File: src/rtl/alu_dispatch_unit.sv
// alu_dispatch_unit: accepts one ALU op per handshake, decodes its class
// field into a one-hot unit enable, and holds that enable until the selected
// unit reports done or the watchdog expires.
// Also flags illegal class codes and counts completed ops.
module alu_dispatch_unit #(
    parameter int FUN_W     = 4,
    parameter int CLASS_W   = 2,
    parameter int NUM_UNITS = 4,
    parameter int TIMEOUT   = 15,
    parameter int CNT_W     = 8
) (
    input  logic                     CLK,
    input  logic                     RST,
    input  logic                     op_valid,
    output logic                     op_ready,
    input  logic [FUN_W-1:0]         alu_fun,
    output logic [NUM_UNITS-1:0]     unit_en,
    output logic [FUN_W-CLASS_W-1:0] unit_sub,
    input  logic [NUM_UNITS-1:0]     unit_done,
    output logic                     res_valid,
    output logic [CLASS_W-1:0]       res_unit,
    output logic                     illegal_op,
    output logic                     timeout,
    output logic [CNT_W-1:0]         op_count
);

    localparam int SUB_W = FUN_W - CLASS_W;
    // One spare bit keeps the watchdog at least 2 bits wide even for TIMEOUT=1.
    localparam int WD_W  = $clog2(TIMEOUT + 1) + 1;

    typedef enum logic [0:0] {
        IDLE = 1'b0,
        BUSY = 1'b1
    } state_t;

    // Class index -> one-hot unit enable.
    function automatic logic [NUM_UNITS-1:0] class_onehot(input logic [CLASS_W-1:0] cls);
        logic [NUM_UNITS-1:0] oh;
        oh = {NUM_UNITS{1'b0}};
        for (int i = 0; i < NUM_UNITS; i++) begin
            oh[i] = (cls == CLASS_W'(i));
        end
        return oh;
    endfunction

    state_t                 state_r, state_nxt_s;
    logic [CLASS_W-1:0]     class_r, class_nxt_s;
    logic [WD_W-1:0]        wd_r, wd_nxt_s;
    logic [NUM_UNITS-1:0]   unit_en_nxt_s;
    logic [SUB_W-1:0]       unit_sub_nxt_s;
    logic                   res_valid_nxt_s;
    logic [CLASS_W-1:0]     res_unit_nxt_s;
    logic                   illegal_nxt_s;
    logic                   timeout_nxt_s;
    logic [CNT_W-1:0]       op_count_nxt_s;

    logic [CLASS_W-1:0]     class_s;
    logic [SUB_W-1:0]       sub_s;
    logic [31:0]            class_ext_s;
    logic                   legal_s;
    logic                   done_sel_s;
    logic                   wd_expired_s;

    assign class_s      = alu_fun[FUN_W-1 -: CLASS_W];
    assign sub_s        = alu_fun[SUB_W-1:0];
    assign class_ext_s  = 32'(class_s);
    assign legal_s      = (class_ext_s < 32'(NUM_UNITS));
    // unit_en is one-hot on the captured class, so masking picks exactly that unit's done.
    assign done_sel_s   = |(unit_done & unit_en);
    assign wd_expired_s = (wd_r == WD_W'(TIMEOUT - 1));
    assign op_ready     = (state_r == IDLE);

    // Next-state and next-output decode; done takes priority over the watchdog.
    always_comb begin
        state_nxt_s     = state_r;
        class_nxt_s     = class_r;
        wd_nxt_s        = wd_r;
        unit_en_nxt_s   = unit_en;
        unit_sub_nxt_s  = unit_sub;
        res_valid_nxt_s = 1'b0;
        res_unit_nxt_s  = res_unit;
        illegal_nxt_s   = 1'b0;
        timeout_nxt_s   = 1'b0;
        op_count_nxt_s  = op_count;
        case (state_r)
            IDLE: begin
                if (op_valid) begin
                    if (legal_s) begin
                        state_nxt_s    = BUSY;
                        unit_en_nxt_s  = class_onehot(class_s);
                        unit_sub_nxt_s = sub_s;
                        class_nxt_s    = class_s;
                        wd_nxt_s       = {WD_W{1'b0}};
                    end else begin
                        illegal_nxt_s  = 1'b1;
                    end
                end else begin
                    state_nxt_s = IDLE;
                end
            end
            BUSY: begin
                if (done_sel_s) begin
                    state_nxt_s     = IDLE;
                    unit_en_nxt_s   = {NUM_UNITS{1'b0}};
                    res_valid_nxt_s = 1'b1;
                    res_unit_nxt_s  = class_r;
                    op_count_nxt_s  = op_count + CNT_W'(1'b1);
                end else if (wd_expired_s) begin
                    state_nxt_s     = IDLE;
                    unit_en_nxt_s   = {NUM_UNITS{1'b0}};
                    timeout_nxt_s   = 1'b1;
                end else begin
                    wd_nxt_s        = wd_r + WD_W'(1'b1);
                end
            end
            default: begin
                state_nxt_s   = IDLE;
                unit_en_nxt_s = {NUM_UNITS{1'b0}};
            end
        endcase
    end

    // FSM state register.
    always_ff @(posedge CLK) begin
        if (RST) begin
            state_r <= IDLE;
        end else begin
            state_r <= state_nxt_s;
        end
    end

    // Datapath and output registers; reset aborts any op without a pulse.
    always_ff @(posedge CLK) begin
        if (RST) begin
            class_r    <= {CLASS_W{1'b0}};
            wd_r       <= {WD_W{1'b0}};
            unit_en    <= {NUM_UNITS{1'b0}};
            unit_sub   <= {SUB_W{1'b0}};
            res_valid  <= 1'b0;
            res_unit   <= {CLASS_W{1'b0}};
            illegal_op <= 1'b0;
            timeout    <= 1'b0;
            op_count   <= {CNT_W{1'b0}};
        end else begin
            class_r    <= class_nxt_s;
            wd_r       <= wd_nxt_s;
            unit_en    <= unit_en_nxt_s;
            unit_sub   <= unit_sub_nxt_s;
            res_valid  <= res_valid_nxt_s;
            res_unit   <= res_unit_nxt_s;
            illegal_op <= illegal_nxt_s;
            timeout    <= timeout_nxt_s;
            op_count   <= op_count_nxt_s;
        end
    end

endmodule

File: config.mk
export PLATFORM = sky130hd
export DESIGN_NAME = alu_dispatch_unit
export DESIGN_NICKNAME = d
export VERILOG_FILES = /design/src/rtl/alu_dispatch_unit.sv
export SDC_FILE = /design/constraint.sdc
export NUM_CORES = 1
export LEC_CHECK = 0
export ABC_AREA = 0
export CAP_MARGIN = 20
export CORE_UTILIZATION = 40
export DETAILED_ROUTE_END_ITERATION = 8
export MAX_ROUTING_LAYER = met4
export PLACE_DENSITY_LB_ADDON = 0.05
export SYNTH_ARGS = -nofsm -noshare
export SYNTH_HDL_FRONTEND = slang
export SYNTH_SLANG_ARGS = --single-unit
File: constraint.sdc
create_clock -name CLK -period 2.09 [get_ports CLK]
set_input_delay 0.418 -clock CLK [delete_from_list [all_inputs] [get_ports CLK]]
set_output_delay 0.418 -clock CLK [all_outputs]
set_load 0.05 [all_outputs]
**Signal wires on met1**

Supply wires on this layer in grey.
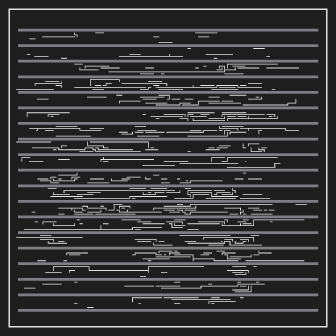
share of all routed wire: 48%
wire length on this layer: 1160 um
nets with wire on the layer: 161
global-route track usage on met1: 0.2296
detailed-route via count: 1033
total wire length: 2.403 mm

==> reports/results.ini <==
[routing]
wl_met3_um=75
wl_met1_mm=1.158
wl_met2_mm=1.136

[global_route]
antenna_found_initial=0

[run_status]
status=finished clean

[clock_network]
cts_buffers=3
post_cts_buffers=0
clock_sinks=26
clkTransAtPathRegs_ns=0.14
clock-root-buffer=clkbuf_4

[yosys]
top_area_frac=0.4602
top_cells_by_area=dfxtp_1, nand2_1, nor2_1, a21oi_1, xnor2_1

[timing]
final_max_slew_viol_count=0

[worst_setup_path]
crit_slowest_cell=clkdlybuf4s50_1

[flow_run]
warnings=27

[finish]
largest_class=combinational gates
final-comb-area_um2=568.0
drive_gt1_frac=0.1012

[placed_design]
io_buffers=29
dp_hpwl_mm=1.781

**Signal wires on met2**

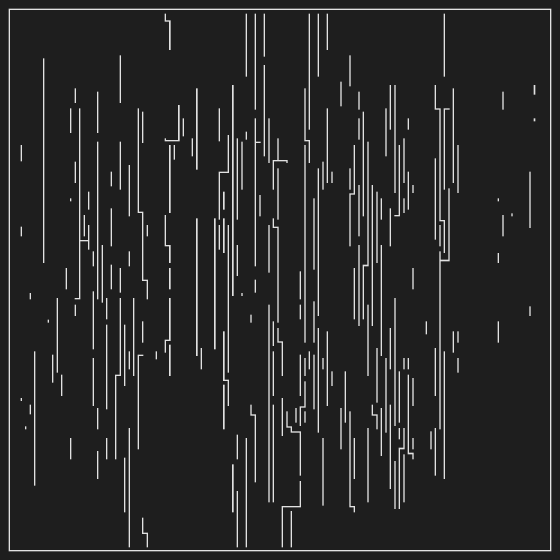
main direction: vertical
share of all routed wire: 47%
wire length on this layer: 1140 um
nets with wire on the layer: 151

-- cells in the mapped netlist (2+ instances only) --
cell type / n
ha_1: 3
buf_4: 2
a21oi_1: 11
clkbuf_1: 3
nand3_1: 7
nand2_1: 18
a22oi_1: 2
mux2i_1: 3
o21ai_0: 4
dfxtp_1: 26
nand3b_1: 2
xnor2_1: 5
nor2_1: 16
nand4_1: 2
or3_1: 2
a211oi_1: 3
a22o_1: 2
xor2_1: 2
a31oi_1: 2
-- power by group --
group,leakage (nW),internal [mW],switching [mW],total (mW)
clock,0.0279,0.194,0.154,0.348
combinational,0.328,0.0597,0.0846,0.144
sequential,0.211,0.509,0.0139,0.523
-- state kept, by name, summed over array words and instances (netlist names) --
register	count
class_r	2
op_count	8
res_unit	2
res_valid	1
state_r	1
timeout	1
unit_en	4
unit_sub	2
wd_r	5
Power is estimated from default activity; no workload was simulated.
